$ cat src/rtl/mem_ctrl_pkg.sv
// Shared types and helpers for the byte-serial data memory controller.
// Holds bus widths, the IO region tag and the FSM encoding.
package mem_ctrl_pkg;

  localparam int MEM_ADDR_W = 32;
  localparam int REG_W      = 32;

  localparam logic [1:0] IO_REGION = 2'b11;

  typedef enum logic [1:0] {
    MEM_IDLE  = 2'd0,
    MEM_READ  = 2'd1,
    MEM_WRITE = 2'd2
  } mem_state_t;

  function automatic logic [2:0] len_decode(
    input logic [2:0] len
  );
    unique case (1'b1)
      len == 3'd1: return 3'd1;
      len == 3'd2: return 3'd2;
      default:     return 3'd4;
    endcase
  endfunction

  function automatic logic [7:0] byte_of(
    input logic [REG_W-1:0] data,
    input logic [1:0]       idx
  );
    logic [REG_W-1:0] sh;
    sh = data >> {idx, 3'b000};
    return sh[7:0];
  endfunction

  // lo holds bytes 0..2 already captured; last is the final byte.
  function automatic logic [REG_W-1:0] load_extend(
    input logic [2:0]  len,
    input logic        sgn,
    input logic [23:0] lo,
    input logic [7:0]  last
  );
    unique case (1'b1)
      len == 3'd1: return {{24{sgn & last[7]}}, last};
      len == 3'd2: return {{16{sgn & last[7]}}, last, lo[7:0]};
      default:     return {last, lo};
    endcase
  endfunction

endpackage

$ cat src/rtl/mem_ctrl.sv
// Data-cache side memory controller: serialises 1/2/4-byte loads
// and stores over a byte-wide RAM/IO port, one request at a time.
module mem_ctrl
  import mem_ctrl_pkg::*;
#(
  parameter int ADDR_W = MEM_ADDR_W
) (
  input  logic              clk,
  input  logic              rst,
  input  logic              read_i,
  input  logic              sign_i,
  input  logic [2:0]        r_len_i,
  input  logic [ADDR_W-1:0] r_addr_i,
  output logic [REG_W-1:0]  r_data_o,
  output logic              r_done_o,
  output logic              r_wait_o,
  input  logic              write_i,
  input  logic [2:0]        w_len_i,
  input  logic [ADDR_W-1:0] w_addr_i,
  input  logic [REG_W-1:0]  w_data_i,
  output logic              w_done_o,
  output logic              w_wait_o,
  input  logic [7:0]        mem_din_i,
  output logic [7:0]        mem_dout_o,
  output logic [ADDR_W-1:0] mem_a_o,
  output logic              mem_wr_o,
  input  logic              io_buffer_full_i
);

  mem_state_t        state, state_n;
  logic [2:0]        cnt, cnt_n;
  logic [ADDR_W-1:0] addr_q;
  logic [2:0]        len_q;
  logic              sign_q;
  logic [REG_W-1:0]  wdata_q;
  logic [23:0]       rbuf;

  logic bubble;
  logic io_stall;
  logic accept_w, accept_r;
  logic rd_last, wr_last;
  logic capture;

  assign bubble   = r_done_o | w_done_o;
  assign io_stall = (addr_q[17:16] == IO_REGION) & io_buffer_full_i;
  assign capture  = (state == MEM_READ) & (cnt != 3'd0) & (cnt < len_q);

  assign r_wait_o = (state != MEM_IDLE) | bubble | write_i;
  assign w_wait_o = (state != MEM_IDLE) | bubble;

  always_comb begin
    state_n    = state;
    cnt_n      = cnt;
    accept_w   = 1'b0;
    accept_r   = 1'b0;
    rd_last    = 1'b0;
    wr_last    = 1'b0;
    mem_a_o    = '0;
    mem_dout_o = '0;
    mem_wr_o   = 1'b0;
    unique case (state)
      MEM_IDLE: begin
        // Writes first so a dirty write-back beats the refill.
        if (!bubble) begin
          if (write_i) begin
            accept_w = 1'b1;
            state_n  = MEM_WRITE;
            cnt_n    = 3'd0;
          end else if (read_i) begin
            accept_r = 1'b1;
            state_n  = MEM_READ;
            cnt_n    = 3'd0;
          end
        end
      end
      MEM_READ: begin
        if (cnt < len_q) begin
          mem_a_o = addr_q + ADDR_W'(cnt);
        end
        if (cnt == len_q) begin
          rd_last = 1'b1;
          state_n = MEM_IDLE;
          cnt_n   = 3'd0;
        end else begin
          cnt_n = cnt + 3'd1;
        end
      end
      MEM_WRITE: begin
        mem_a_o    = addr_q + ADDR_W'(cnt);
        mem_dout_o = byte_of(wdata_q, cnt[1:0]);
        if (!io_stall) begin
          mem_wr_o = 1'b1;
          if (cnt == len_q - 3'd1) begin
            wr_last = 1'b1;
            state_n = MEM_IDLE;
            cnt_n   = 3'd0;
          end else begin
            cnt_n = cnt + 3'd1;
          end
        end
      end
      default: begin
        state_n = MEM_IDLE;
        cnt_n   = 3'd0;
      end
    endcase
  end

  always_ff @(posedge clk or posedge rst) begin
    if (rst) begin
      state    <= MEM_IDLE;
      cnt      <= 3'd0;
      addr_q   <= '0;
      len_q    <= 3'd0;
      sign_q   <= 1'b0;
      wdata_q  <= '0;
      rbuf     <= '0;
      r_data_o <= '0;
      r_done_o <= 1'b0;
      w_done_o <= 1'b0;
    end else begin
      state    <= state_n;
      cnt      <= cnt_n;
      r_done_o <= rd_last;
      w_done_o <= wr_last;
      if (accept_w) begin
        addr_q  <= w_addr_i;
        len_q   <= len_decode(w_len_i);
        wdata_q <= w_data_i;
      end
      if (accept_r) begin
        addr_q <= r_addr_i;
        len_q  <= len_decode(r_len_i);
        sign_q <= sign_i;
      end
      if (capture) begin
        case (cnt)
          3'd1:    rbuf[7:0]   <= mem_din_i;
          3'd2:    rbuf[15:8]  <= mem_din_i;
          3'd3:    rbuf[23:16] <= mem_din_i;
          default: ;
        endcase
      end
      if (rd_last) begin
        r_data_o <= load_extend(len_q, sign_q, rbuf, mem_din_i);
      end
    end
  end

endmodule

$ cat config.mk
export PLATFORM = sky130hd
export DESIGN_NAME = mem_ctrl
export DESIGN_NICKNAME = d
export VERILOG_FILES = /design/src/rtl/mem_ctrl_pkg.sv /design/src/rtl/mem_ctrl.sv
export SDC_FILE = /design/constraint.sdc
export NUM_CORES = 1
export LEC_CHECK = 0
export CORE_UTILIZATION = 54
export CTS_BUF_LIST = sky130_fd_sc_hd__clkbuf_2 sky130_fd_sc_hd__clkbuf_4 sky130_fd_sc_hd__clkbuf_8
export CTS_CLUSTER_DIAMETER = 120
export DETAILED_ROUTE_END_ITERATION = 8
export PLACE_DENSITY_LB_ADDON = 0.25
export SYNTH_ARGS = -nofsm -noshare
export SYNTH_HDL_FRONTEND = slang
export SYNTH_SLANG_ARGS = --single-unit
$ cat constraint.sdc
create_clock -name clk -period 10 [get_ports clk]
set_input_delay 2 -clock clk [delete_from_list [all_inputs] [get_ports clk]]
set_output_delay 2 -clock clk [all_outputs]
set_load 0.01 [all_outputs]
==> images/registers.png <==
The bar under the picture is 20 um long. Other sequential cells in the stronger grey, the rest of the logic in the fainter grey.
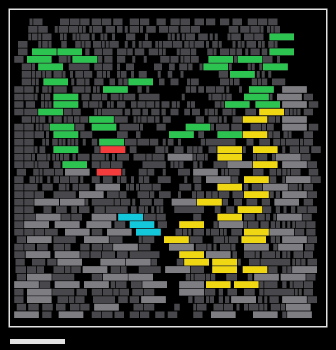
| netlist name | colour | sequential cells |
|---|---|---|
| `addr_q` | green | 32 |
| `rbuf` | yellow | 24 |
| `state` | red | 2 |
| `cnt` | cyan | 3 |
not coloured: 70

==> images/final_clocks.png <==
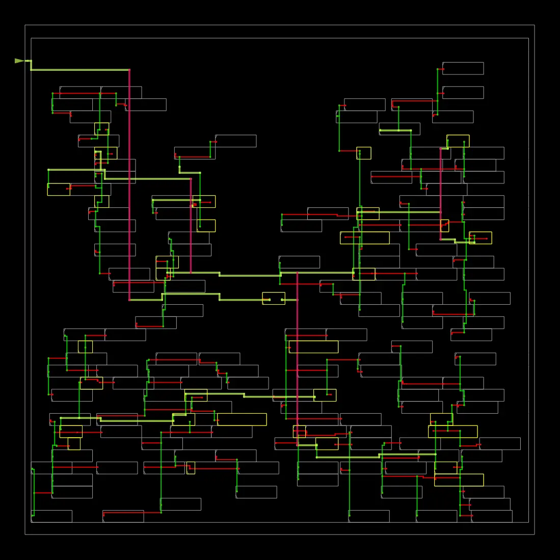
Final Skew: 0.00909 ns
Sink Count: 131
Num CTS Buffers: 17

==> job_summary.md <==
## PnR job results

| Metric | Value |
|---|---|
| WL met2 | 8.81 mm |
| Synth area leaders | dfrtp_1 48%, mux2_2 9.2%, nand2_1 6.2% |
| Nets | 997 |
| CTS tree | built |
| Met3 WL post-DR | 1.05 mm |
| Latency at later pin | about 0.45 ns |
| Root buf cell | clkbuf_8 |
| Library cells used by synthesis | between 40 and 50 |
| Most used routing layer | met2 |
| CTS H-tree lvls | 4 |
| Worst path depth | 8 |
| Top class by area | combinational gates |
| Critical Path Start | cnt[0]$_DFFE_PP0P_ |
| Placer Congestion | ~0.93 |
| Highest metal used | met4 |
| Net Sw Frac | a little under two fifths |
| DRT Pass-1 Iters | 5 |
| Fin util | about three quarters |
| Synth logic family | simple AND/OR/NAND/NOR gates |
| Clk pwr share | 19.5% |
| Dominant cell area share | 48.0% |
| Period Utilization, post-route | 58.2% |
| Hold WS | 0.484 ns |
| Antenna Cells | 0 |
| Core area | 12200 sq um |
| Drt first-iter violations | 473 |
| Status | finished clean |
| VDD IR max | between 0.2 and 0.3 mV |
| GR Util met3 | approximately 6.6% |
| Crit path cell chain | inv_1 > ha_1 > nor2b_1 > o21ai_0 > and3b_1 > o21ai_2 > nor2_1 > clkdlybuf4s50_1 |
| Reg2reg end | len_q[2]$_DFFE_PP0P_ |
| PortBufs | approximately 190 |
| Primary FF master, synth | dfrtp_1 |
| Crit path max fanout | 32 |
| Rel. slew slack | 18.3% |
| XOR/XNOR Area Share | between 4 and 5% |
| Dpl cells | between 1k and 1.5k |
| Ys async rst share | 100% |
| Final cell count without fillers | between 1k and 1.5k |
| Setup TNS | 0 ns |
| Fa+ha+maj area frac | between 3 and 4% |
| Critical path data arrival time | 3.82 ns |
| Flip-flops with a built-in enable | 0 |
| Unrepaired setup endpoints after global routing | false |
| Syn avg cell area | around 10 sq um |
| Yosys chip area | around 7000 sq um |
| Well Taps | between 150 and 200 |
| Post-CTS resize count | 0 |
| Top cell excl fill/tap | clkdlybuf4s50_1 |
| GRT met2 Usage | 47.6% |
| GRT met1 Usage | between 30% and 40% |
| Crit path max-delay family | AND-OR/OR-AND gates |
| Leak | about 3.9 nW |
| Top cells excl fill/tap | 192 x clkdlybuf4s50_1, 131 x dfrtp_1, 113 x nand2_1 |
| WP data required | around 8.0 ns |
| Largest registers | addr_q (32), r_data_o (32), wdata_q (32) |
Power is estimated from default activity; no workload was simulated.
